**Cell placement**

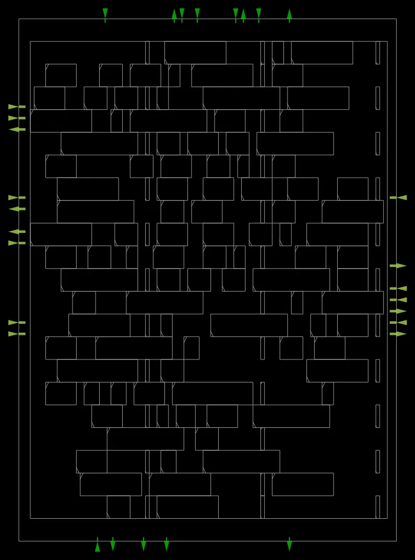
**I/O pins on the die edge**

Scale: 8 px per micron. Pins as bars across the die edge, other pins in gray.
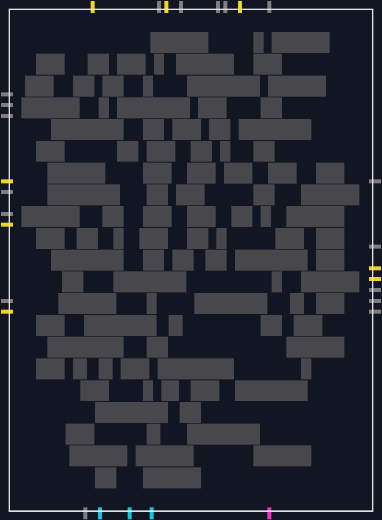
**Power grid**

Scale: 8 px per micron. Pins as bars on the die edge. Tap cells in gray.
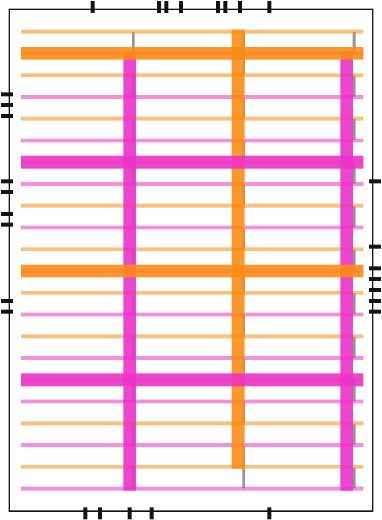
**Met2 routing**

Scale: 6 px per micron. Cells faint in the background.
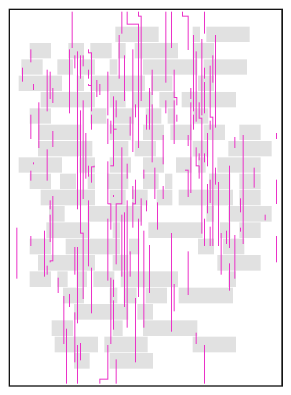
**Signal wires by layer**

Scale: 6 px per micron. Two of the layers only.
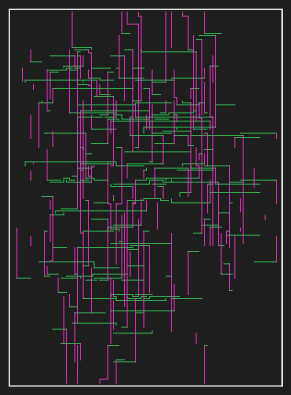
$ cat src/rtl/spi_shift_engine.sv
// spi_shift_engine: parametrised SPI serial/parallel shift register with bit counter and word-complete strobe.
//   clk                  system clock, all state on rising edge
//   resetN               asynchronous active-low reset
//   peripheralClkEdge    SCLK rising-edge pulse: shift/sample
//   peripheralClkNegEdge SCLK falling-edge pulse: launch serial output bit
//   parallelLoad         load parallelDataIn (highest priority)
//   lsbFirst             0 = MSB-first, 1 = LSB-first
//   clearCount           zero the bit counter, data untouched
//   parallelDataIn       parallel load value
//   serialDataIn         serial input bit sampled on shift
//   parallelDataOut      shift register contents
//   serialDataOut        registered serial output bit
//   bitCount             bits shifted in current word
//   wordDone             one-clk pulse after the WIDTH-th shift
module spi_shift_engine #(
  parameter int WIDTH = 8,
  parameter int CW = $clog2(WIDTH)
) (
  input  logic             clk,
  input  logic             resetN,
  input  logic             peripheralClkEdge,
  input  logic             peripheralClkNegEdge,
  input  logic             parallelLoad,
  input  logic             lsbFirst,
  input  logic             clearCount,
  input  logic [WIDTH-1:0] parallelDataIn,
  input  logic             serialDataIn,
  output logic [WIDTH-1:0] parallelDataOut,
  output logic             serialDataOut,
  output logic [CW-1:0]    bitCount,
  output logic             wordDone
);
  localparam logic [CW-1:0] last = CW'(WIDTH - 1);
  logic [WIDTH-1:0] shifted;
  logic             load_head;
  logic             reg_head;
  logic             wrap;
  always_comb begin
    shifted   = lsbFirst ? {serialDataIn, parallelDataOut[WIDTH-1:1]}
                         : {parallelDataOut[WIDTH-2:0], serialDataIn};
    load_head = lsbFirst ? parallelDataIn[0] : parallelDataIn[WIDTH-1];
    reg_head  = lsbFirst ? parallelDataOut[0] : parallelDataOut[WIDTH-1];
    wrap      = bitCount == last;
  end
  always_ff @(posedge clk or negedge resetN) begin
    if (!resetN) begin
      parallelDataOut <= '0;
      serialDataOut   <= 1'b0;
      bitCount        <= '0;
      wordDone        <= 1'b0;
    end else if (parallelLoad) begin
      parallelDataOut <= parallelDataIn;
      serialDataOut   <= load_head;
      bitCount        <= '0;
      wordDone        <= 1'b0;
    end else begin
      if (peripheralClkEdge) parallelDataOut <= shifted;
      // reg_head is taken from the pre-shift value, so a coincident shift cannot disturb the launched bit
      if (peripheralClkNegEdge) serialDataOut <= reg_head;
      bitCount <= clearCount ? '0 : !peripheralClkEdge ? bitCount : wrap ? '0 : bitCount + 1'b1;
      wordDone <= peripheralClkEdge && wrap && !clearCount;
    end
  end
endmodule
$ cat config.mk
export PLATFORM = sky130hd
export DESIGN_NAME = spi_shift_engine
export DESIGN_NICKNAME = d
export VERILOG_FILES = /design/src/rtl/spi_shift_engine.sv
export SDC_FILE = /design/constraint.sdc
export NUM_CORES = 1
export LEC_CHECK = 0
export CELL_PAD_IN_SITES_DETAIL_PLACEMENT = 1
export CELL_PAD_IN_SITES_GLOBAL_PLACEMENT = 1
export CORE_ASPECT_RATIO = 1.4
export CORE_UTILIZATION = 27
export DETAILED_ROUTE_END_ITERATION = 8
export PLACE_DENSITY = 0.71
export SKIP_CTS_REPAIR_TIMING = 1
export SLEW_MARGIN = 20
export SYNTH_ARGS = -nofsm -noshare
export SYNTH_HDL_FRONTEND = slang
export SYNTH_SLANG_ARGS = --single-unit
$ cat constraint.sdc
create_clock -name clk -period 1.4 [get_ports clk]
set_clock_uncertainty 0.2 [all_clocks]
set_input_delay 0.14 -clock clk [delete_from_list [all_inputs] [get_ports clk]]
set_output_delay 0.14 -clock clk [all_outputs]
set_load 0.05 [all_outputs]
==> impl_results.rst <==
Run summary
-----------

.. list-table::
   :header-rows: 1

   * - Metric
     - Value
   * - Fmax
     - 729 MHz
   * - Placed cell count
     - 130
   * - Net count of the finished layout
     - 120
   * - Net count entering floorplan
     - 85
   * - Vias in the first global route
     - 704
   * - CTS Buf Count
     - 3
   * - Endpoint class of the critical path
     - flip-flop
   * - Antenna cell count
     - 0
   * - Maximum vdd ir drop
     - 0.591 mV
   * - Startpoint-to-endpoint class of the critical path
     - reg -> reg
   * - IO Port Bufs
     - 28
   * - Routability-driven placement congestion ratio
     - 0.687
   * - Post-route worst setup slack
     - 27.7 ps
   * - Arrival time at the worst endpoint
     - 1360 ps
   * - Late-Pin Clk Latency
     - 270 ps
   * - Result of the run
     - complete, no violations
   * - Final total negative setup slack
     - 0 ps
   * - Number of nets with antenna violations after detailed routing
     - 0
   * - Total Die Area
     - 0.00283 sq mm
   * - Post-synth cell types
     - 13
   * - Largest net degree at the start of global routing
     - 23
   * - Maximum fanout along the worst path
     - 2
   * - Static leakage
     - 0.587 nW
   * - Synth-to-layout area growth
     - 81.1%
   * - Longest Clk Path Bufs
     - 2
   * - Min Tclk post-route
     - 1370 ps
   * - Avg Cell Area, Syn
     - 10.6 sq um
   * - Number of endpoints with negative hold slack in the final report
     - 0
   * - Placement Rows
     - 21
   * - Sw Ratio
     - 32.8%
   * - HPWL after detailed placement
     - 1.33 mm
   * - Final hold slack
     - 255 ps
   * - I/O pin count
     - 29
   * - Worst min path class
     - in -> reg
   * - H-tree depth reported by CTS
     - 1
   * - DRC violation count after routing
     - 0
   * - Die boundary height
     - 62.5 microns
   * - Headroom to the max-slew limit
     - 84.0%
   * - Endpoint required time on the critical path
     - 1380 ps
   * - Sequential fraction of the synthesis area
     - 46.0%
   * - Part of the cycle the worst path needs
     - 98.0%
   * - Total cells reported by yosys after synthesis
     - 67
   * - Internal power contribution
     - 0.734 mW
   * - Synthesis area per yosys
     - 707 sq um
   * - Flops out of synthesis
     - 13
   * - Sequential cell fraction of total power
     - 41.2%
   * - Power per standard cell area
     - 854 mW/mm^2
   * - Portion of total power attributed to combinational logic
     - 37.7%
   * - Nature of the critical path startpoint
     - flip-flop
   * - First-pass GRT wire length
     - 3.07 mm
   * - Remaining global-route overflow
     - 0
   * - Antenna violations before repair
     - 0
   * - Router iterations before antenna repair
     - 3
   * - Final setup violation count
     - 0
   * - Placement Setup Slack
     - -151 ps
   * - Worst-path clk slew
     - 80 ps
   * - Net switching power
     - 0.358 mW
   * - Area of the mapped netlist
     - 707 sq um
   * - Unrepaired setup endpoints after global routing
     - true
   * - Clk network pwr share
     - 21.1%
   * - CTS Sinks
     - 13
   * - Count of pins over their slew limit
     - 0
   * - Iteration-0 DRC Markers
     - 13
   * - CTS root buffer
     - clkbuf_4
   * - Per-cell via count in the routed design
     - 4.74
   * - Yosys Warn Count
     - 0
   * - Clock tree from TritonCTS
     - built
   * - Max-cap violations
     - 0
   * - Number of instances in the synthesized netlist
     - 67
   * - Fraction of final layout cells with drive strength greater than 1
     - 26.7%
   * - Worst-Margin Slew
     - 238 ps
   * - Die width
     - 45.2 microns
   * - Share of the core filled by cells before placement
     - 28.9%
   * - Count of tool warnings
     - 28
Notes on 'cell placement' above:
number of filler instances in the final layout: 263
FF+latch count: 13
core box area: 0.00244 sq mm
non-filler cells in the finished layout: 135
Well Taps: 34

Notes on 'I/O pins on the die edge' above:
- parallelDataIn: yellow (pins 8; direction input; edge 3 top, 3 left, 2 right)
- wordDone: magenta (pins 1; direction output; edge bottom)
- bitCount: cyan (pins 3; direction output; edge bottom)
- all pins by edge: 9 left, 8 top, 7 right, 5 bottom

Notes on 'power grid' above:
- VDD: orange
- VSS: magenta
- met5 straps: 4
- signal pins: 29
- rows: 21
- met1 rails: 22

Notes on 'met2 routing' above:
- wire length on this layer: 953 microns
- nets with wire on the layer: 111

Notes on 'signal wires by layer' above:
- metal 1: green (wire length 702 microns)
- metal 2: magenta (wire length 953 microns)
via count: 640
Total Routed Length: 1.74 mm
Wirelength per Cell: 12.9 microns
overall track demand over capacity in global routing: 14.2%

==> final timing paths <==
check,start,end,slack (ps),cells past startpoint
worst max-delay path,bitCount[1]$_DFFE_PN0P_,bitCount[2]$_DFFE_PN0P_,30,4
worst min-delay path,parallelDataIn[1],parallelDataOut[1]$_DFFE_PN0P_,250,2
worst max register to register,bitCount[1]$_DFFE_PN0P_,bitCount[2]$_DFFE_PN0P_,30,4
worst min register to register,serialDataOut$_DFFE_PN0P_,serialDataOut$_DFFE_PN0P_,510,3
max in group asynchronous,resetN,bitCount[1]$_DFFE_PN0P_,300,3
min in group asynchronous,resetN,parallelDataOut[3]$_DFFE_PN0P_,510,3
==> cell type report <==
class / count / area (sq um)
flip-flops and latches: 13 / 328
multi-input cells: 49 / 380
clock buffers: 4 / 26.3
fillers: 263 / 1160
well taps: 34 / 42.5
repair buffers: 35 / 503
==> per-stage QoR <==
| step | cell area [sq um] | utilization (%) | power (mW) |
|---|---|---|---|
| final | 1280 | 52.4 | 1.09 |
| after global routing | 1280 | 52.4 | 1.16 |
| after CTS | 1270 | 51.9 | 1.11 |
| after detailed placement | 1240 | 50.8 | 0.871 |
| after global placement | 1240 | 50.8 | 0.865 |
| after floorplan | 734 | - | 0.638 |
==> synth_stat cells (all sizes together) <==
cell	n	share of area, %
a21oi	1	0.71
a21o	8	8.5
ha	2	3.5
o21a	1	1.1
nor3	4	2.8
a211oi	8	8.5
buf	5	4.1
nor2	10	5.3
nand2	2	1.1
dfrtp	13	46
mux2i	13	18
==> cells in the final DEF (no fill, tap or decap) <==
| master | count |
|---|---|
| buf_12 | 16 |
| dfrtp_2 | 2 |
| clkbuf_1 | 1 |
| nand2_1 | 2 |
| nor2_1 | 9 |
| ha_4 | 2 |
| clkbuf_4 | 3 |
| a21oi_1 | 1 |
| clkdlybuf4s50_1 | 15 |
| dlygate4sd3_1 | 1 |
| a21o_1 | 8 |
| o21a_1 | 1 |
| a211oi_1 | 8 |
| nor2_2 | 1 |
| dfrtp_1 | 11 |
| nor3_1 | 4 |
| mux2i_1 | 13 |
| buf_4 | 3 |
==> sequential cells by signal, indices dropped and copies added, names as in the netlist <==
| signal | count |
|---|---|
| bitCount | 3 |
| parallelDataOut | 8 |
| wordDone | 1 |
| serialDataOut | 1 |
==> logic make-up after synthesis <==
logic type	after synthesis	synth area share [%]
compound gates	18	18.8
buf+inv	5	4.07
mux	13	18.4
simple gates	16	9.20
fa+ha+maj	2	3.54
flops	13	46.0
==> power groups by stage <==
stage / Sequential, mW / Combinational (mW) / Clock, mW
floorplan: 0.540 / 0.0980 / 0
global placement: 0.458 / 0.407 / 0
detailed placement: 0.459 / 0.413 / 0
CTS: 0.451 / 0.415 / 0.244
global route: 0.456 / 0.434 / 0.268
finish: 0.450 / 0.412 / 0.230
==> critical path: stages (launching register included) <==
cell	delay (ps)
dfrtp_2	430
ha_4	170
ha_4	250
mux2i_1	60
nor3_1	180
==> layer usage <==
metal  share of wire, %  wire, microns  global-route usage [%]
met1                 40            702                    17.2
met2                 55            953                    23.6
met3                3.5             60                    2.02
met4                1.2             20                    6.82
met5                  0              0                       0
No activity file was given, so power comes from the tool's default toggle rates.
